Fig. 1: I/O pins on the die edge
(1 px per µm) Pins as bars across the die edge, other pins in gray.
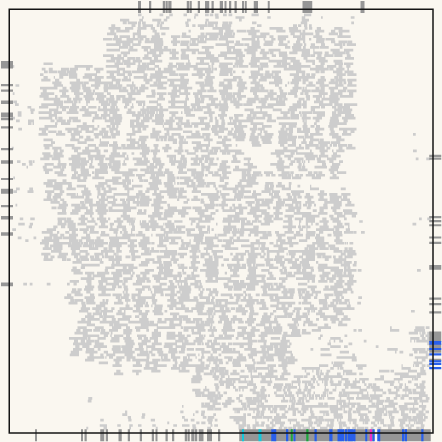
Fig. 2: metal 3
(1 px per µm) Cells faint in the background.
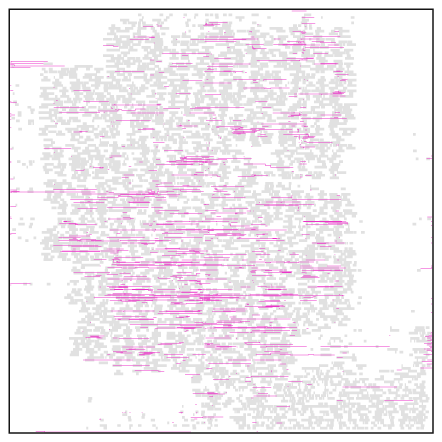
Fig. 3: clock nets
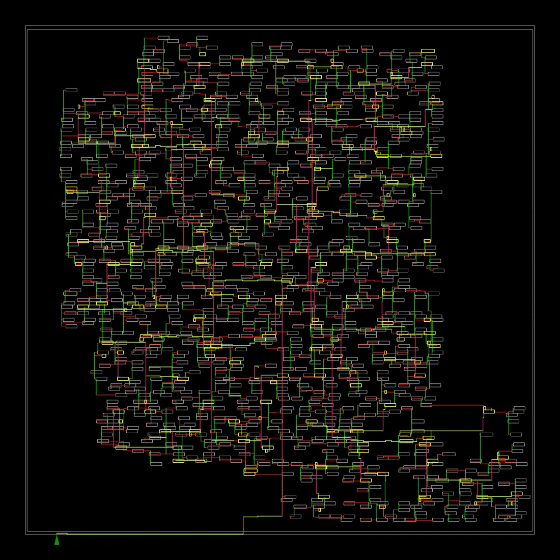
===== src/rtl/riscv_pkg.sv =====
// Shared RV32I decode constants: opcodes, control encodings and the bubble instruction.
package riscv_pkg;

    localparam int          XLEN      = 32;
    localparam logic [31:0] NOP_INSTR = 32'h0000_0013;

    localparam logic [6:0] OP_LOAD   = 7'b0000011;
    localparam logic [6:0] OP_STORE  = 7'b0100011;
    localparam logic [6:0] OP_RTYPE  = 7'b0110011;
    localparam logic [6:0] OP_BRANCH = 7'b1100011;
    localparam logic [6:0] OP_IALU   = 7'b0010011;
    localparam logic [6:0] OP_JAL    = 7'b1101111;

    typedef enum logic [2:0] {
        ALU_ADD = 3'b000,
        ALU_SUB = 3'b001,
        ALU_AND = 3'b010,
        ALU_OR  = 3'b011,
        ALU_SLT = 3'b101
    } alu_ctrl_e;

    typedef enum logic [1:0] {
        RES_ALU = 2'b00,
        RES_MEM = 2'b01,
        RES_PC4 = 2'b10
    } result_src_e;

    typedef enum logic [1:0] {
        IMM_I = 2'b00,
        IMM_S = 2'b01,
        IMM_B = 2'b10,
        IMM_J = 2'b11
    } imm_src_e;

    typedef enum logic [1:0] {
        ALUOP_ADD   = 2'b00,
        ALUOP_SUB   = 2'b01,
        ALUOP_FUNCT = 2'b10
    } alu_op_e;

endpackage


===== src/rtl/regfile.sv =====
// 32 x XLEN register file: two async read ports with writeback bypass, one sync write port, x0 hardwired.
module regfile #(
    parameter int XLEN = 32
) (
    input  logic            clk,
    input  logic            reset,
    input  logic [4:0]      a1,
    input  logic [4:0]      a2,
    input  logic            we,
    input  logic [4:0]      a3,
    input  logic [XLEN-1:0] wd,
    output logic [XLEN-1:0] rd1,
    output logic [XLEN-1:0] rd2
);

    logic [XLEN-1:0] regs [1:31];

    always_ff @(posedge clk or posedge reset) begin
        if (reset) begin
            for (int i = 1; i < 32; i++) begin
                regs[i] <= '0;
            end
        end else if (we && (a3 != 5'd0)) begin
            regs[a3] <= wd;
        end
    end

    // Same-cycle bypass lets the writeback stage resolve a RAW hazard without a stall.
    always_comb begin
        rd1 = '0;
        if (a1 != 5'd0) begin
            if (we && (a3 == a1)) begin
                rd1 = wd;
            end else begin
                rd1 = regs[a1];
            end
        end
    end

    always_comb begin
        rd2 = '0;
        if (a2 != 5'd0) begin
            if (we && (a3 == a2)) begin
                rd2 = wd;
            end else begin
                rd2 = regs[a2];
            end
        end
    end

endmodule


===== src/rtl/decode_stage.sv =====
// RV32I decode stage: IF/ID register, register file, main/ALU control decode and immediate extension.
module decode_stage #(
    parameter int          XLEN      = riscv_pkg::XLEN,
    parameter logic [31:0] NOP_INSTR = riscv_pkg::NOP_INSTR
) (
    input  logic            clk,
    input  logic            reset,
    input  logic [31:0]     InstrF,
    input  logic [XLEN-1:0] PCF,
    input  logic [XLEN-1:0] PCPlus4F,
    input  logic            StallD,
    input  logic            FlushD,
    input  logic            RegWriteW,
    input  logic [4:0]      RdW,
    input  logic [XLEN-1:0] ResultW,
    output logic [XLEN-1:0] RD1D,
    output logic [XLEN-1:0] RD2D,
    output logic [XLEN-1:0] PCD,
    output logic [XLEN-1:0] PCPlus4D,
    output logic [XLEN-1:0] ImmExtD,
    output logic [4:0]      RdD,
    output logic [4:0]      Rs1D,
    output logic [4:0]      Rs2D,
    output logic [2:0]      funct3D,
    output logic            RegWriteD,
    output logic            MemWriteD,
    output logic            JumpD,
    output logic            BranchD,
    output logic            ALUSrcD,
    output logic [1:0]      ResultSrcD,
    output logic [2:0]      ALUControlD
);

    import riscv_pkg::*;

    logic [31:0] InstrD;
    logic [6:0]  opcode;
    imm_src_e    imm_src;
    alu_op_e     alu_op;
    logic        imm_valid;

    // Flush wins over stall so a redirect is never masked by a hazard hold.
    always_ff @(posedge clk or posedge reset) begin
        if (reset) begin
            InstrD   <= NOP_INSTR;
            PCD      <= '0;
            PCPlus4D <= '0;
        end else if (FlushD) begin
            InstrD   <= NOP_INSTR;
            PCD      <= '0;
            PCPlus4D <= '0;
        end else if (!StallD) begin
            InstrD   <= InstrF;
            PCD      <= PCF;
            PCPlus4D <= PCPlus4F;
        end
    end

    assign opcode  = InstrD[6:0];
    assign RdD     = InstrD[11:7];
    assign funct3D = InstrD[14:12];
    assign Rs1D    = InstrD[19:15];
    assign Rs2D    = InstrD[24:20];

    regfile #(.XLEN(XLEN)) u_regfile (
        .clk   (clk),
        .reset (reset),
        .a1    (Rs1D),
        .a2    (Rs2D),
        .we    (RegWriteW),
        .a3    (RdW),
        .wd    (ResultW),
        .rd1   (RD1D),
        .rd2   (RD2D)
    );

    always_comb begin
        RegWriteD  = 1'b0;
        MemWriteD  = 1'b0;
        JumpD      = 1'b0;
        BranchD    = 1'b0;
        ALUSrcD    = 1'b0;
        ResultSrcD = RES_ALU;
        alu_op     = ALUOP_ADD;
        imm_src    = IMM_I;
        imm_valid  = 1'b0;
        case (opcode)
            OP_LOAD: begin
                RegWriteD  = 1'b1;
                ALUSrcD    = 1'b1;
                ResultSrcD = RES_MEM;
                imm_valid  = 1'b1;
            end
            OP_STORE: begin
                MemWriteD = 1'b1;
                ALUSrcD   = 1'b1;
                imm_src   = IMM_S;
                imm_valid = 1'b1;
            end
            OP_RTYPE: begin
                RegWriteD = 1'b1;
                alu_op    = ALUOP_FUNCT;
            end
            OP_BRANCH: begin
                BranchD   = 1'b1;
                alu_op    = ALUOP_SUB;
                imm_src   = IMM_B;
                imm_valid = 1'b1;
            end
            OP_IALU: begin
                RegWriteD = 1'b1;
                ALUSrcD   = 1'b1;
                alu_op    = ALUOP_FUNCT;
                imm_valid = 1'b1;
            end
            OP_JAL: begin
                RegWriteD  = 1'b1;
                JumpD      = 1'b1;
                ResultSrcD = RES_PC4;
                imm_src    = IMM_J;
                imm_valid  = 1'b1;
            end
            default: ;
        endcase
    end

    // Only R-type uses instr[30] to select sub; addi with a large immediate must still add.
    always_comb begin
        ALUControlD = ALU_ADD;
        case (alu_op)
            ALUOP_SUB: ALUControlD = ALU_SUB;
            ALUOP_FUNCT: begin
                case (funct3D)
                    3'b000:  ALUControlD = ((opcode == OP_RTYPE) && InstrD[30]) ? ALU_SUB : ALU_ADD;
                    3'b010:  ALUControlD = ALU_SLT;
                    3'b110:  ALUControlD = ALU_OR;
                    3'b111:  ALUControlD = ALU_AND;
                    default: ALUControlD = ALU_ADD;
                endcase
            end
            default: ;
        endcase
    end

    always_comb begin
        ImmExtD = '0;
        if (imm_valid) begin
            case (imm_src)
                IMM_I: ImmExtD = {{(XLEN-12){InstrD[31]}}, InstrD[31:20]};
                IMM_S: ImmExtD = {{(XLEN-12){InstrD[31]}}, InstrD[31:25], InstrD[11:7]};
                IMM_B: ImmExtD = {{(XLEN-13){InstrD[31]}}, InstrD[31], InstrD[7],
                                  InstrD[30:25], InstrD[11:8], 1'b0};
                IMM_J: ImmExtD = {{(XLEN-21){InstrD[31]}}, InstrD[31], InstrD[19:12],
                                  InstrD[20], InstrD[30:21], 1'b0};
                default: ImmExtD = '0;
            endcase
        end
    end

endmodule


===== config.mk =====
export PLATFORM = sky130hd
export DESIGN_NAME = decode_stage
export DESIGN_NICKNAME = d
export VERILOG_FILES = /design/src/rtl/riscv_pkg.sv /design/src/rtl/regfile.sv /design/src/rtl/decode_stage.sv
export SDC_FILE = /design/constraint.sdc
export NUM_CORES = 2
export LEC_CHECK = 0
export CORE_MARGIN = 1
export CORE_UTILIZATION = 33
export DETAILED_ROUTE_END_ITERATION = 10
export HOLD_SLACK_MARGIN = 0.05
export PLACE_DENSITY = 0.58
export REMOVE_ABC_BUFFERS = 1
export SLEW_MARGIN = 20
export SYNTH_ARGS = -nofsm -noshare
export SYNTH_HDL_FRONTEND = slang
export SYNTH_SLANG_ARGS = --single-unit

===== constraint.sdc =====
create_clock -name clk -period 91.1 [get_ports clk]
set_input_delay 22.775 -clock clk [delete_from_list [all_inputs] [get_ports clk]]
set_output_delay 22.775 -clock clk [all_outputs]
set_load 0.03 [all_outputs]

==> deck_impl_summary.md <==
Key Metrics from the Run

Finish
  – Non-clock buffers: 450
  – FF+latch area: 27260 µm²
  – P&R area growth vs syn: 16.02%
  – Multi-input comb cells: 2548
  – Flop count: 1088
  – Buffer share of cell area: 6.108%
  – Final #Nets: 4365
  – Comb/total area: 42.79%
  – ClkCell Share: 6.441%
  – Seq area share: 40.31%
  – Comb area: 28940 µm²
  – Final cell count without fillers: 6646
  – Fillers: 16440
  – Inverter count: 7
  – Proportion of layout cells with a drive suffix above 1: 44.32%
  – Finished layout cell area: 67640 µm²
  – Antenna diodes: 0
  – Largest class: combinational gates

Drt
  – WL per Instance: 32.32 µm
  – Drt total wl: 214800 µm
  – DR DRC count: 0
  – ANT nets after route: 0
  – 1st-iter DRT viols: 3661
  – Drt pass-1 iters: 7
  – Via-to-Cell Ratio: 5.886

Worst setup path
  – WP depth: 7
  – WP data arrival: 26100 ps
  – CP Cell Sequence: clkdlybuf4s50_1 > xnor2_1 > nand4_1 > nor3_4 > buf_4 > a32o_1 > clkdlybuf4s50_1
  – Slowest cell on crit path: buf_4
  – Worst Reg-to-Reg Cells: 4
  – Required time of the critical path: 68330 ps
  – Max incr delay on CP: 750 ps
  – Worst Path Buf+Inv: 3
  – CP endpoint: RD2D[9]
  – Most common cell on crit path: clkdlybuf4s50_1
  – Flop2flop setup slack: 88540 ps
  – R2r endpoint: InstrD[21]
  – CP Capture Type: output port
  – Worst r2r src: InstrD[21]
  – CP Launch Type: input port

Synthesis
  – Synth Area in Compound Gates: 5.342%
  – Yosys Instances: 4099
  – Ys flop type: dfrtp_1
  – Adder Area Share: 0.04293%
  – Simple share: 3.398%
  – Synth flops: 1088
  – Post-synth mux share: 40.32%
  – Synthesized area per cell: 14.22 µm²
  – Post-synthesis cell count: 4099
  – Dominant combinational family: multiplexers
  – Post-synth seq share: 46.71%
  – Yosys stat area: 58290 µm²
  – Post-synth cell types: 71
  – Xor/xnor share: 0.1631%
  – Synth async-reset ratio: 100.0%
  – EDFF count, synth: 0

GRT
  – Gr usage total: 23.97%
  – Gr busiest metal: met2
  – Grt ovf: 0
  – Number of global-route vias before repair: 40300
  – Met1 Use GR: 30.61%
  – Met2 Usage GRT: 39.44%
  – Initial antenna violation count: 4

Final timing
  – Slew HR: 19.13%
  – Tcrit/Tclk final: 53.65%
  – Worst-margin pin slew: 1213 ps
  – F_max: 20.46 MHz
  – Setup_tns: 0 ps
  – Fin. max-slew vios: 0

Power
  – Clock power frac: 36.2%
  – Seq group: 0.639 mW
  – PD cells: 21.94 nW/µm²
  – Combinational cell fraction of total power: 20.8%
  – Leakage: 28.03 nW
  – Dominant power group: sequential cells
  – Sw frac: 28.30%
  – Flop pwr share: 43.0%
  – Internal: 1.064 mW
  – P_comb: 0.308 mW
  – Worst vdd ir: 0.01176 mV

Floorplanning
  – Core area: 174600 µm²
  – Area of the die: 178300 µm²
  – FP Rows: 153
  – # Taps: 2325
  – Fp_density: 33.39%

Clock tree
  – Post-cts hold-fix buffer tally: 0
  – Root buf cell: clkbuf_16
  – CTS resizes: 0
  – CTS tree: yes
  – Clock tree sinks: 1088
  – H-tree levels: 4
  – Number of setup buffers added after CTS: 0
  – Worst-path clk slew: 60 ps
  – CTS max path bufs: 3

Placed design
  – Final HPWL DP: 123900 µm
  – Placed insts: 6418

Run
  – Total of max-cap violations: 0
  – Log Warnings: 31

Worst hold path
  – Min-delay src: u_regfile.regs[110]
  – Worst hold stages: 1
  – Worst min-delay path class: reg2reg
  – Hold endpoint: u_regfile.regs[110]

Status
  – Outcome: finished clean
About Fig. 1:
| color | port | pins | direction | edge |
|---|---|---|---|---|
| cyan | `ALUControlD` | 3 | output | bottom |
| blue | `PCPlus4F` | 32 | input | 25 bottom, 7 right |
| green | `ResultSrcD` | 2 | output | bottom |
| magenta | `ALUSrcD` | 1 | output | bottom |
Die H: 422.3 µm
number of port buffers: 325
die width: 422.3 µm

About Fig. 2:
nets with wire on the layer: 369
share of all routed wire: 5.5%
main direction: horizontal
longest straight run: 177 µm
GR Util met3: 3.564%
via count: 39120

About Fig. 3:
# clk buffers: 197
Worst Skew: 0 ps
clock group total power: 0.537 mW
CTS Buf Count: 130
worst skew pair latency: 780 ps

## synth_stat cells (14+ instances only)
cell type  instances  share of area, %
mux2_2          1095                21
dfrtp_1         1085                47
mux4_2           397                15
mux2i_1          182               3.1
clkbuf_1         178               1.1
nor2_1           177               1.1
buf_2            118               1.0
nand2_1          101              0.65
a221oi_1          71               1.1
buf_1             70              0.45
o22ai_1           70              0.75
buf_4             62              0.80
o21ai_0           51              0.44
a22oi_1           45              0.58
nor2b_1           43              0.46
a211oi_1          33              0.42
a21oi_1           29              0.25
buf_6             23              0.44
a22o_1            18              0.27
a21o_1            14              0.18
## routing by layer
metal | part of all wire (%) | wire [µm]
met1 | 40 | 86280
met5 | 0.0061 | 13
met4 | 5.5 | 11860
met2 | 49 | 104800
met3 | 5.5 | 11820
## flip-flops by register name (all words and copies together), names as in the netlist
| name | count |
|---|---|
| InstrD | 32 |
| PCD | 32 |
| PCPlus4D | 32 |
| u_regfile.regs | 992 |
## layout by cell type (no fill, tap or decap), drive strengths merged, types with 14 or more instances in the layout
cell type         n
clkdlybuf4s50   307
a211oi           33
o22ai            70
a21oi            29
dfrtp          1085
a221oi           71
nor2            177
nor3             17
nor2b            43
mux4            410
and2             14
buf             143
nand2           101
a22oi            45
a21o             14
o21ai            57
mux2           1101
clkinv           15
a22o             18
mux2i           182
clkbuf          197
## through the flow
stage / setup WS, ps / hold slack, ps / utilization [%]
floorplan: 37700 / 471.3 / -
global placement: 42180 / 482.0 / 36.29
global route: 42140 / 533.0 / 38.74
CTS: 42180 / 511.0 / 38.78
detailed placement: 42190 / 497.9 / 36.29
finish: 42230 / 514.8 / 38.74
Power is estimated from default activity; no workload was simulated.
